$ cat src/rtl/lstm_gate_preact_mac.sv
// LSTM gate pre-activation MAC: y = bias + sum(x[k]*w[k]) in Q6.11, one operand pair per cycle.
// The result is rounded half-up, saturated to 18 bits and held until the consumer takes it.
module lstm_gate_preact_mac #(
    parameter int N_TERMS = 4,
    parameter int ACC_W   = 48
) (
    input  logic        clk,
    input  logic        rst,
    input  logic        start,
    input  logic [17:0] bias,
    input  logic        in_valid,
    output logic        in_ready,
    input  logic [17:0] x_in,
    input  logic [17:0] w_in,
    output logic        out_valid,
    input  logic        out_ready,
    output logic [17:0] y,
    output logic        sat,
    output logic        busy
);

    localparam int CNT_W = (N_TERMS > 1) ? $clog2(N_TERMS) : 1;
    localparam logic signed [ACC_W-1:0] Y_MAX = ACC_W'(131071);
    localparam logic signed [ACC_W-1:0] Y_MIN = ACC_W'(-131072);

    generate
        if (N_TERMS < 1 || ACC_W < 36 + $clog2(N_TERMS) + 1) begin : g_bad_params
            $error("lstm_gate_preact_mac: N_TERMS must be >= 1 and ACC_W >= 37 + clog2(N_TERMS)");
        end
    endgenerate

    // Handshakes: a pair moves when in_valid && in_ready; a result moves when out_valid && out_ready.
    typedef enum logic [1:0] {IDLE = 2'd0, ACC = 2'd1, OUT = 2'd2} state_t;

    state_t                   state;
    state_t                   state_next;
    logic signed [ACC_W-1:0]  acc;
    logic        [CNT_W-1:0]  cnt;
    logic signed [35:0]       prod;
    logic signed [ACC_W-1:0]  acc_sum;
    logic signed [ACC_W-1:0]  rnd;
    logic signed [ACC_W-1:0]  r;
    logic        [17:0]       y_next;
    logic                     sat_next;
    logic                     take;
    logic                     last;

    assign prod    = $signed(x_in) * $signed(w_in);
    assign acc_sum = acc + {{(ACC_W-36){prod[35]}}, prod};
    assign rnd     = acc_sum + ACC_W'(1024);
    assign r       = rnd >>> 11;
    assign take    = in_valid && in_ready;
    assign last    = (cnt == CNT_W'(N_TERMS - 1));

    always_comb begin
        y_next   = r[17:0];
        sat_next = 1'b0;
        if (r > Y_MAX) begin
            y_next   = 18'h1ffff;
            sat_next = 1'b1;
        end else if (r < Y_MIN) begin
            y_next   = 18'h20000;
            sat_next = 1'b1;
        end
    end

    always_ff @(posedge clk) begin
        if (rst) state <= IDLE;
        else     state <= state_next;
    end

    always_comb begin
        state_next = state;
        case (state)
            IDLE:    if (start) state_next = ACC;
            ACC:     if (take && last) state_next = OUT;
            OUT:     if (out_ready) state_next = IDLE;
            default: state_next = IDLE;
        endcase
    end

    always_comb begin
        in_ready  = (state == ACC);
        out_valid = (state == OUT);
        busy      = (state != IDLE);
    end

    always_ff @(posedge clk) begin
        if (rst) begin
            acc <= '0;
            cnt <= '0;
            y   <= '0;
            sat <= 1'b0;
        end else begin
            case (state)
                IDLE: if (start) begin
                    // Bias is Q6.11; shift into the Q.22 accumulator domain.
                    acc <= {{(ACC_W-29){bias[17]}}, bias, 11'b0};
                    cnt <= '0;
                end
                ACC: if (take) begin
                    acc <= acc_sum;
                    cnt <= cnt + CNT_W'(1);
                    if (last) begin
                        y   <= y_next;
                        sat <= sat_next;
                    end
                end
                default: ;
            endcase
        end
    end

endmodule
$ cat config.mk
export PLATFORM = sky130hd
export DESIGN_NAME = lstm_gate_preact_mac
export DESIGN_NICKNAME = d
export VERILOG_FILES = /design/src/rtl/lstm_gate_preact_mac.sv
export SDC_FILE = /design/constraint.sdc
export NUM_CORES = 1
export LEC_CHECK = 0
export ABC_AREA = 0
export CAP_MARGIN = 40
export CORE_MARGIN = 2
export CORE_UTILIZATION = 45
export CTS_CLUSTER_DIAMETER = 40
export DETAILED_ROUTE_END_ITERATION = 12
export GPL_TIMING_DRIVEN = 1
export HOLD_SLACK_MARGIN = 0.08
export PLACE_DENSITY = 0.64
export SYNTH_ARGS = -nofsm -noshare
export SYNTH_HDL_FRONTEND = slang
export SYNTH_SLANG_ARGS = --single-unit
$ cat constraint.sdc
create_clock -name clk -period 16.42 [get_ports clk]
set_clock_uncertainty 0.1 [all_clocks]
set_input_delay 1.642 -clock clk [delete_from_list [all_inputs] [get_ports clk]]
set_output_delay 1.642 -clock clk [all_outputs]
set_load 0.02 [all_outputs]
==> results.cfg, run 1 <==
; generated from flow reports
[layout]
clk_share = 0.01413
logic_area_mm2 = 0.01615
final_cell_mix = inv_1 (410), fa_1 (330), nand2_1 (246)
fill_cells = 4138
syn2layout_area_growth_pct = 8.215
final_util = 0.4916
seq_share = 0.06742
n_antenna_cell = 0
num-nonclk-buffers = 91
logic_gate_count = 1765
largest_cell_class = logic gates
flops = 71

[yosys]
syn_nets = 2872
synth-edff-count = 0
yosys-stat-area_mm2 = 0.01948
netlist_area_mm2 = 0.01948
synthArstFlopShare = 0
synthTopCellsByArea = fa_1 (34%), ha_1 (9.3%), inv_1 (7.9%)
synth_stat.cells = 2338
top_area_cell = fa_1
syn-instance-count = 2338
syn_avg_cell_area_um2 = 8.332

[drt]
ant_nets = 0
route.met3.wl_um = 2129
wire_per_inst_um = 17.42
maxUsedRoutingLayer = met4
drt-initial-drc-count = 1049
met1_length_um = 22400
viasPerCell = 5.522

[setup_path]
endpoint = y[3]
cp_data_arrival_time_ns = 13.46
worstReg2RegStart = acc[0]
ff2ff_setup_slack_ns = 10.53
crit_slowest_cell = clkdlybuf4s50_1
cp-end-kind = flip-flop
critPathTopFamily = AND-OR/OR-AND gates
worst-path-stages = 39
critical_path_class = input port to flip-flop
r2r-end = y[3]

[global_routing]
use_met1 = 0.3199
track_usage = 0.2383
gr-total-overflow = 0

[final_timing]
finalSetupViolCount = 0
max-slew-margin-rel = 0.3931
finalHoldViolations = 0
max_slew.worst_pin.slew_ns = 0.9074
period_minus_slack_ns = 13.37
whs_ns = 0.3633
rsz0062_at_grt = false

[die]
rows = 76
die_h_um = 212.1
coreArea_mm2 = 0.04289

[run_status]
status = finished clean

[clock_tree]
post-cts-setup-buffer-count = 0
cts.sinks = 71
cts-hold-fix-buffers = 0
cts_buffers = 9
clock_path_buffers = 2
root_buffer = clkbuf_16
clk_pin_slew_ns = 0.06

[place]
place_area_mm2 = 0.02078
preCtsSetupSlack_ns = 2.786
hpwl_um = 41990
port_buffers = 80
gp_routability_congestion = 0.9235

[worst_hold_path]
hold_path_depth = 2

[flow_run]
tool_warnings = 29
[run 1: state kept, by name, indices dropped and copies added, names as in the netlist]
| name | cells |
|---|---|
| y | 18 |
| sat | 1 |
| cnt | 2 |
| state | 2 |
| acc | 48 |
[run 1: kinds of logic (layout without fill, tap and decap cells)]
| kind of cell | count (synthesis) | after routing | synth area share |
|---|---|---|---|
| and+or+nand+nor | 804 | 804 | 0.2100 |
| buffers and inverters | 502 | 518 | 0.09878 |
| adders and majority gates | 475 | 475 | 0.4322 |
| AOI/OAI and AO/OA | 392 | 392 | 0.1423 |
| xor gates and xnor gates | 85 | 85 | 0.03898 |
| DFF | 71 | 71 | 0.07296 |
| muxes | 9 | 9 | 0.004753 |
run_1/m2.png
Bar = 50 um.
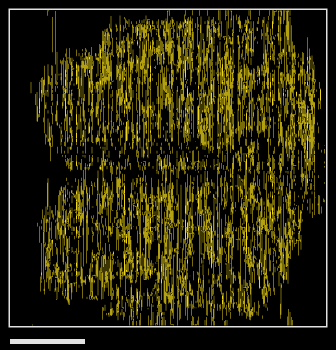
- wire length on this layer: 25.3 mm
- nets with wire on the layer: 2,508
- main direction: vertical
- share of all routed wire: 49%
- longest straight run: 79.4 um
met2 Track Usage GR: 0.4072
DR vias: 16,230
Post-Route WL: 51,210 um

run_1/m3.png
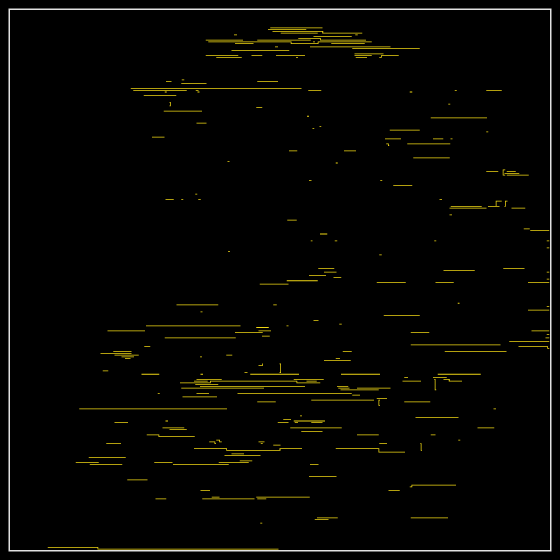
- nets with wire on the layer: 151
- share of all routed wire: 4.2%
- wire length on this layer: 2,130 um
- main direction: horizontal
- longest straight run: 70.8 um
met3 Track Usage GR: 0.02674

run_1/gates.png
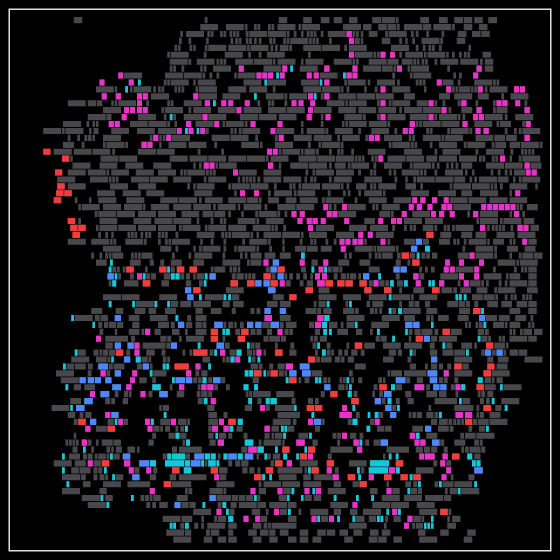
- cyan: nor cells (cells 214)
- blue: non-inverting ao/oa cells (cells 79)
- red: xor and xnor cells (cells 85)
- magenta: and/or cells (cells 265; where spread over the die)
most frequent logic cell in the layout: inv_1
Non-Filler Instances: 2,939

--- run 2 (diff from run 1) ---
==> constraint.sdc (replaced) <==
create_clock -name clk -period 13.89 [get_ports clk]
set_clock_uncertainty 0.1 [all_clocks]
set_input_delay 1.389 -clock clk [delete_from_list [all_inputs] [get_ports clk]]
set_output_delay 1.389 -clock clk [all_outputs]
set_load 0.02 [all_outputs]
==> results.cfg, run 2 <==
; generated from flow reports
[final_timing]
finalSetupViolCount = 0
finalHoldViolations = 0
period_minus_slack_ns = 13.06
whs_ns = 0.3567
max-slew-margin-rel = 0.4116
max_slew.worst_pin.slew_ns = 0.8799

[drt]
drt-initial-drc-count = 905
route.met3.wl_um = 2093
viasPerCell = 5.492
maxUsedRoutingLayer = met4

[global_routing]
gr-total-overflow = 0
use_met1 = 0.3149

[die]
rows = 76
die_h_um = 212.1

[yosys]
syn-instance-count = 2338
compound_area_frac = 0.1423
yosys-stat-area_mm2 = 0.01948
top_area_cell = fa_1
syn_nets = 2872
ys_sh_adder = 0.4322
xor_area_frac = 0.03899
syn_avg_cell_area_um2 = 8.332

[layout]
reg_top3 = acc x48, y x18
final_cells = 2945
largest_register_ffs = 48
final_util = 0.4930
n_antenna_cell = 0

[setup_path]
worstReg2RegStart = acc[0]
cp-end-kind = flip-flop
cp_data_arrival_time_ns = 13.17

[clock_tree]
root_buffer = clkbuf_16
clock_path_buffers = 2
post-cts-setup-buffer-count = 0
clk_pin_slew_ns = 0.07
cts.sinks = 71

[place]
gp_routability_congestion = 0.8829
preCtsSetupSlack_ns = 0.4191
place_area_mm2 = 0.02082

[run_status]
status = finished clean
[run 2: cell counts after synthesis]
No cell type changed its count.
[run 2: area by class of cell]
cell class | instances | share of cell area
tap | 585 | 0.03462
sequential | 71 | 0.06723
clock buffer | 10 | 0.01083
clock inverter | 6 | 0.004498
multi-input combinational | 1765 | 0.7642
inverter | 411 | 0.07297
timing repair buffer | 97 | 0.04569
[run 2: final timing paths]
kind              endpoint  depth (start not counted)
setup reg to reg      y[1]                         16
hold reg to reg     acc[0]                          2
setup / recovery      y[1]                         35
hold / removal      acc[0]                          2
[run 2: critical path, delay by kind of cell]
kind	cells	cell delay (ns)
buffers and inverters	7	1.35
adder cells (fa/ha/maj)	8	4.29
AND/OR/NAND/NOR	9	2.79
XOR/XNOR	2	0.51
AND-OR/OR-AND	9	2.81
run_2/m2.png
Bar = 50 um.
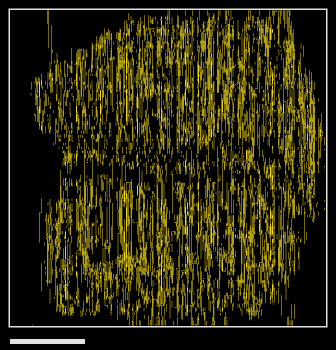
- nets with wire on the layer: 2,544
- longest straight run: 54.1 um
- main direction: vertical
met2 Track Usage GR: 0.3972
DR vias: 16,180

run_2/m3.png
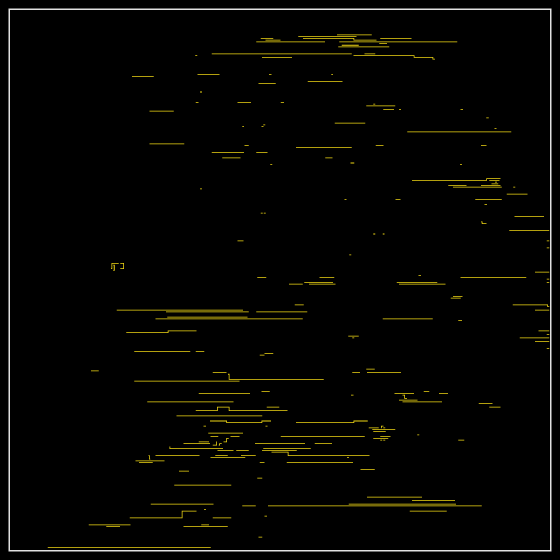
- main direction: horizontal
- longest straight run: 83.7 um
- wire length on this layer: 2,090 um
- share of all routed wire: 4.1%
met3 Track Usage GR: 0.02880
Post-Route WL: 50,910 um

